$ cat src/rtl/eth_64b66b_pkg.sv
// Shared 64b/66b definitions: sync header encoding, scrambler polynomial taps
// and the block-wide descramble function used by RTL and transmit-side models.
package eth_64b66b_pkg;

    localparam int unsigned DATA_W  = 64;
    localparam int unsigned HDR_W   = 2;
    localparam int unsigned SCR_LEN = 58;
    localparam int unsigned SCR_TAP = 39;

    typedef enum logic [HDR_W-1:0] {
        DATA = 2'b01,
        CTRL = 2'b10
    } sync_hdr_t;

    // Returns {descrambled payload, next scrambler state} for one 64-bit block.
    function automatic logic [DATA_W+SCR_LEN-1:0] descramble64(
        input logic [DATA_W-1:0]  d,
        input logic [SCR_LEN-1:0] scr
    );
        logic [DATA_W+SCR_LEN-1:0] x;
        logic [DATA_W-1:0]         o;
        x = {d, scr};
        for (int i = 0; i < DATA_W; i++) begin
            o[i] = d[i] ^ x[i+int'(SCR_LEN-SCR_TAP)] ^ x[i];
        end
        return {o, d[DATA_W-1:DATA_W-SCR_LEN]};
    endfunction

endpackage

$ cat src/rtl/axis_skid_buffer.sv
// Two-entry register slice (main + skid) with a registered upstream ready;
// strictly FIFO, full throughput when the downstream is ready.
module axis_skid_buffer #(
    parameter int unsigned W = 8
) (
    input  logic         clk,
    input  logic         reset,
    input  logic [W-1:0] s_data,
    input  logic         s_valid,
    output logic         s_ready,
    output logic [W-1:0] m_data,
    output logic         m_valid,
    input  logic         m_ready
);

    logic [W-1:0] main_data;
    logic         main_valid;
    logic [W-1:0] skid_data;
    logic         skid_valid;
    logic         ready_q;
    logic         accept;

    assign accept  = s_valid && ready_q;
    assign s_ready = ready_q;
    assign m_data  = main_data;
    assign m_valid = main_valid;

    // Main register refills from skid first; skid only captures while main is stalled.
    always_ff @(posedge clk or posedge reset) begin
        if (reset) begin
            main_data  <= '0;
            main_valid <= 1'b0;
            skid_data  <= '0;
            skid_valid <= 1'b0;
            ready_q    <= 1'b1;
        end else if (!main_valid || m_ready) begin
            if (skid_valid) begin
                main_data  <= skid_data;
                main_valid <= 1'b1;
                skid_valid <= 1'b0;
                ready_q    <= 1'b1;
            end else begin
                main_valid <= accept;
                if (accept) begin
                    main_data <= s_data;
                end
            end
        end else if (accept) begin
            skid_data  <= s_data;
            skid_valid <= 1'b1;
            ready_q    <= 1'b0;
        end
    end

endmodule

$ cat src/rtl/descrambler_64b66b.sv
// Self-synchronizing 1 + x^39 + x^58 descrambler for the 64b/66b receive path.
// Optional block/error statistics counters are enabled by DESCRAMBLER_STATS_EN.
module descrambler_64b66b
    import eth_64b66b_pkg::*;
#(
    parameter int unsigned CNT_W = 32
) (
    input  logic              clk,
    input  logic              reset,
    input  logic [HDR_W-1:0]  s_axis_ttype,
    input  logic [DATA_W-1:0] s_axis_tdata,
    input  logic              s_axis_tvalid,
    output logic              s_axis_tready,
    output logic [HDR_W-1:0]  m_axis_ttype,
    output logic [DATA_W-1:0] m_axis_tdata,
    output logic              m_axis_tvalid,
    input  logic              m_axis_tready,
    output logic              m_axis_terr
`ifdef DESCRAMBLER_STATS_EN
    ,
    input  logic              stat_clr,
    output logic [CNT_W-1:0]  stat_blk_cnt,
    output logic [CNT_W-1:0]  stat_err_cnt
`endif
);

    localparam int unsigned PAY_W = 1 + HDR_W + DATA_W;

    if (CNT_W < 1) begin : g_bad_cnt_w
        $error("CNT_W must be at least 1");
    end

    logic [SCR_LEN-1:0]        scr;
    logic [DATA_W+SCR_LEN-1:0] dsc;
    logic                      hdr_err;
    logic                      accept;
    logic [PAY_W-1:0]          pay_in;
    logic [PAY_W-1:0]          pay_out;

    assign dsc     = descramble64(s_axis_tdata, scr);
    assign hdr_err = !((s_axis_ttype == DATA) || (s_axis_ttype == CTRL));
    assign accept  = s_axis_tvalid && s_axis_tready;
    assign pay_in  = {hdr_err, s_axis_ttype, dsc[DATA_W+SCR_LEN-1:SCR_LEN]};

    // Scrambler history advances on every accepted beat regardless of header.
    always_ff @(posedge clk or posedge reset) begin
        if (reset) begin
            scr <= '0;
        end else if (accept) begin
            scr <= dsc[SCR_LEN-1:0];
        end
    end

    axis_skid_buffer #(
        .W (PAY_W)
    ) u_skid (
        .clk     (clk),
        .reset   (reset),
        .s_data  (pay_in),
        .s_valid (s_axis_tvalid),
        .s_ready (s_axis_tready),
        .m_data  (pay_out),
        .m_valid (m_axis_tvalid),
        .m_ready (m_axis_tready)
    );

    assign m_axis_terr  = pay_out[PAY_W-1];
    assign m_axis_ttype = pay_out[DATA_W +: HDR_W];
    assign m_axis_tdata = pay_out[DATA_W-1:0];

`ifdef DESCRAMBLER_STATS_EN
    // Saturating counters; clear wins over increment.
    always_ff @(posedge clk or posedge reset) begin
        if (reset) begin
            stat_blk_cnt <= '0;
            stat_err_cnt <= '0;
        end else if (stat_clr) begin
            stat_blk_cnt <= '0;
            stat_err_cnt <= '0;
        end else if (accept) begin
            if (stat_blk_cnt != '1) begin
                stat_blk_cnt <= stat_blk_cnt + CNT_W'(1);
            end
            if (hdr_err && (stat_err_cnt != '1)) begin
                stat_err_cnt <= stat_err_cnt + CNT_W'(1);
            end
        end
    end
`endif

endmodule

$ cat config.mk
export PLATFORM = sky130hd
export DESIGN_NAME = descrambler_64b66b
export DESIGN_NICKNAME = d
export VERILOG_FILES = /design/src/rtl/eth_64b66b_pkg.sv /design/src/rtl/axis_skid_buffer.sv /design/src/rtl/descrambler_64b66b.sv
export SDC_FILE = /design/constraint.sdc
export NUM_CORES = 1
export LEC_CHECK = 0
export ABC_CLOCK_PERIOD_IN_PS = 17300
export CORE_AREA = 2 2 89 176
export CTS_BUF_LIST = sky130_fd_sc_hd__clkbuf_8
export DETAILED_ROUTE_END_ITERATION = 7
export DIE_AREA = 0 0 91 178
export PLACE_DENSITY = 0.9
export REMOVE_ABC_BUFFERS = 1
export SETUP_SLACK_MARGIN = 0.15
export SYNTH_ARGS = -nofsm -noshare
export SYNTH_HDL_FRONTEND = slang
export SYNTH_SLANG_ARGS = --single-unit
$ cat constraint.sdc
create_clock -name clk -period 17.3 [get_ports clk]
set_input_delay 1.73 -clock clk [delete_from_list [all_inputs] [get_ports clk]]
set_output_delay 1.73 -clock clk [all_outputs]
set_load 0.01 [all_outputs]
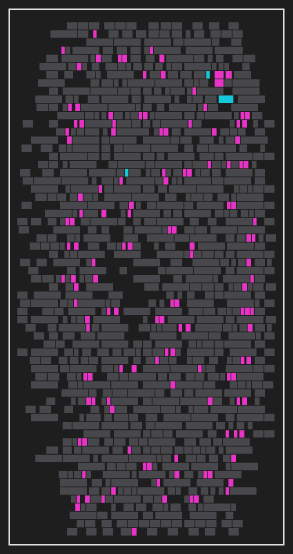
*Logic cells by family*
(3 px per µm)
Key: NOR gates = cyan [cells 3]; NAND gates = magenta [cells 134, where all over the die]

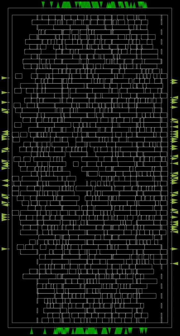
*Placement view*
Layout fillers: 1076
core outline area: 0.0148 mm²

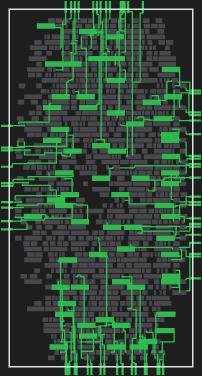
*Wires at chosen ports, followed through buffers*
(2 px per µm)
Key: m_axis_tdata = green [direction output, edge 22 right, 18 bottom, 14 top, 10 left, end cells 64, buffers 64, wire 2310 µm]
count of pins on the block boundary: 139
number of I/O port buffers: 138

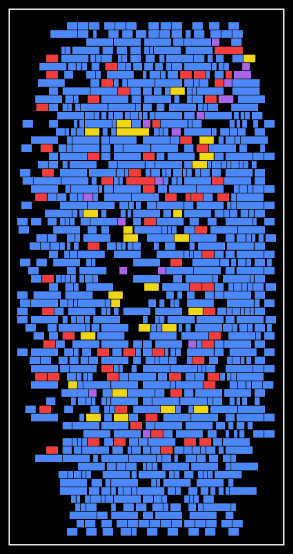
*Cell sizes after repair*
(3 px per µm)
Key: drive 6 and up = yellow [cells 26]; drive 2 = red [cells 67]; drive 1 or less = blue [cells 798]; drive 3 to 4 = purple [cells 16]
number of signal-net buffers in the layout: 147
final cell area excluding filler cells: 0.0106 mm²
area added between synthesis and finish: 21.6%
post-layout worst setup margin: 13250 ps

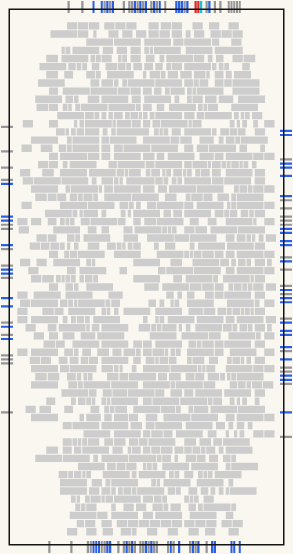
*I/O pins on the die edge*
(3 px per µm) Pins as bars across the die edge, other pins in grey.
Key: m_axis_terr = cyan [pins 1, direction output, edge top]; s_axis_ttype = red [pins 2, direction input, edge top]; m_axis_tdata = blue [pins 64, direction output, edge 22 right, 18 bottom, 14 top, 10 left]
All pins by edge: 38 bottom, 38 right, 38 top, 25 left.
vertical die dimension: 178 µm
width of the die: 91 µm

==> Changelog: implementation <==
## Flow update

* Placement row count at 63
* Worst min-delay path class: reg -> reg
* Number of failing hold endpoints at the final stage at 0
* Final weighted congestion in routability-driven placement at 0.836
* Most common cell on crit path: sky130_fd_sc_hd__buf_4
* Post-cts hold-fix buffer tally at 0
* Number of buffers on the longest clock path at 2
* Pins over their slew limit at 0
* CTS root buf: sky130_fd_sc_hd__clkbuf_8
* Pin slew with the least headroom to its limit at 980 ps
* Detailed Route WL at 21200 µm
* Yosys warning total at 0
* Number of design-rule violations left by the first detailed-router iteration at 457
* Max Clock Freq at 0.247 GHz
* Leakage dissipation at 4.81 nW
* Number of clock sinks at 195
* Final routed wire length divided by cell count at 19.2 µm
* Cell with the largest stage delay on the worst path: sky130_fd_sc_hd__buf_4
* Clock tree from TritonCTS: built
* Antenna cell count at 0
* Vias after detailed routing at 6585
* Async set-reset flop share out of synthesis at 100%
* Number of max-cap violations at 0
* Relative slew slack at 34.7%
* Fin Setup TNS at 0 ps
* Latency at later pin at 460 ps
* Synthesized area per cell at 11.1 µm²
* Time the worst path needs with I/O delays and setup at 4050 ps
* Fin cells at 1102
* M1 GR Usage at 32.9%
* Post-route ant nets at 0
* Final worst clock skew at 19.4 ps
* DP Wirelength at 13600 µm
* DRT Pass-1 Iters at 5
* Status: complete, no violations
* Met3 layer usage reported by global route at 4.39%
[power by group]
| part | switching [mW] | total (mW) | internal, mW |
|---|---|---|---|
| Sequential | 0 | 0.455 | 0.455 |
| Clock | 0.164 | 0.288 | 0.124 |
| Combinational | 0.0268 | 0.0500 | 0.0232 |
[cells in the mapped netlist, drive strengths merged (2+ instances only)]
library cell / n / area (µm²)
o21ai: 130 / 651
nand2: 68 / 255
buf: 16 / 76.3
xor2: 65 / 569
a21oi: 7 / 35.0
mux2i: 2 / 20.0
nor2: 2 / 7.51
nand3: 64 / 320
xnor2: 64 / 561
o211ai: 64 / 480
mux2: 61 / 687
clkbuf: 41 / 154
dfrtp: 194 / 4850
[worst max-delay path, delay by kind of cell]
kind,cells,cell delay (ps)
AND/OR/NAND/NOR,2,710
AND-OR/OR-AND,1,190
buffers and inverters,3,1690
[area by class of cell]
cell class	count	area share, %
clock buffer	19	2.46
multi-input combinational	532	34.3
timing repair buffer	147	13.6
tap	195	2.30
clock inverter	13	1.18
inverter	1	0.106
sequential	195	46.0
[logic make-up (layout without fill, tap and decap cells)]
kind of cell,Yosys count,count (layout),share of synthesized area [%]
AND/OR/NAND/NOR,138,138,6.99
XOR/XNOR,129,129,12.9
AND-OR/OR-AND,202,202,13.4
multiplexers,63,63,8.09
flip-flops,195,195,55.9
buffers and inverters,58,180,2.68
[worst paths after layout]
path                                         to                  from  slack (ps)
hold reg to reg            u_skid.skid_data[39]  u_skid.skid_data[39]         490
hold / removal             u_skid.skid_data[39]  u_skid.skid_data[39]         490
setup / recovery              u_skid.m_data[52]         s_axis_tvalid       13250
setup reg to reg              u_skid.m_data[52]        u_skid.s_ready       14640
min in group asynchronous   u_skid.skid_data[4]                 reset        1770
max in group asynchronous  u_skid.skid_data[65]                 reset       13980
[registers in the layout, summed over array words and instances, names as in the netlist]
register,count
scr,58
u_skid.m_data,67
u_skid.m_valid,1
u_skid.s_ready,1
u_skid.skid_data,67
u_skid.skid_valid,1
[layout by cell type, fill, tap and decap left out, drive strengths merged]
cell type	count
mux2	61
dfrtp	194
clkinv	3
nand3	64
mux2i	2
a21oi	7
nand2b	1
clkdlybuf4s50	138
nand4b	1
dfstp	1
o211ai	64
buf	9
bufinv	1
xnor2	64
inv	7
or3	1
nand2	68
clkinvlp	3
xor2	65
nor2b	1
o21ai	130
clkbuf	19
a21o	1
nor2	2
[routing by layer]
metal	wire length, µm	part of all wire (%)	up-vias
li1	-	-	2950
met1	7790	37	3255
met2	11200	53	311
met3	1150	5.4	69
met4	1030	4.8	0
met5	0	0	-
Power figures rest on the tool's default switching activity, not on a simulated workload.
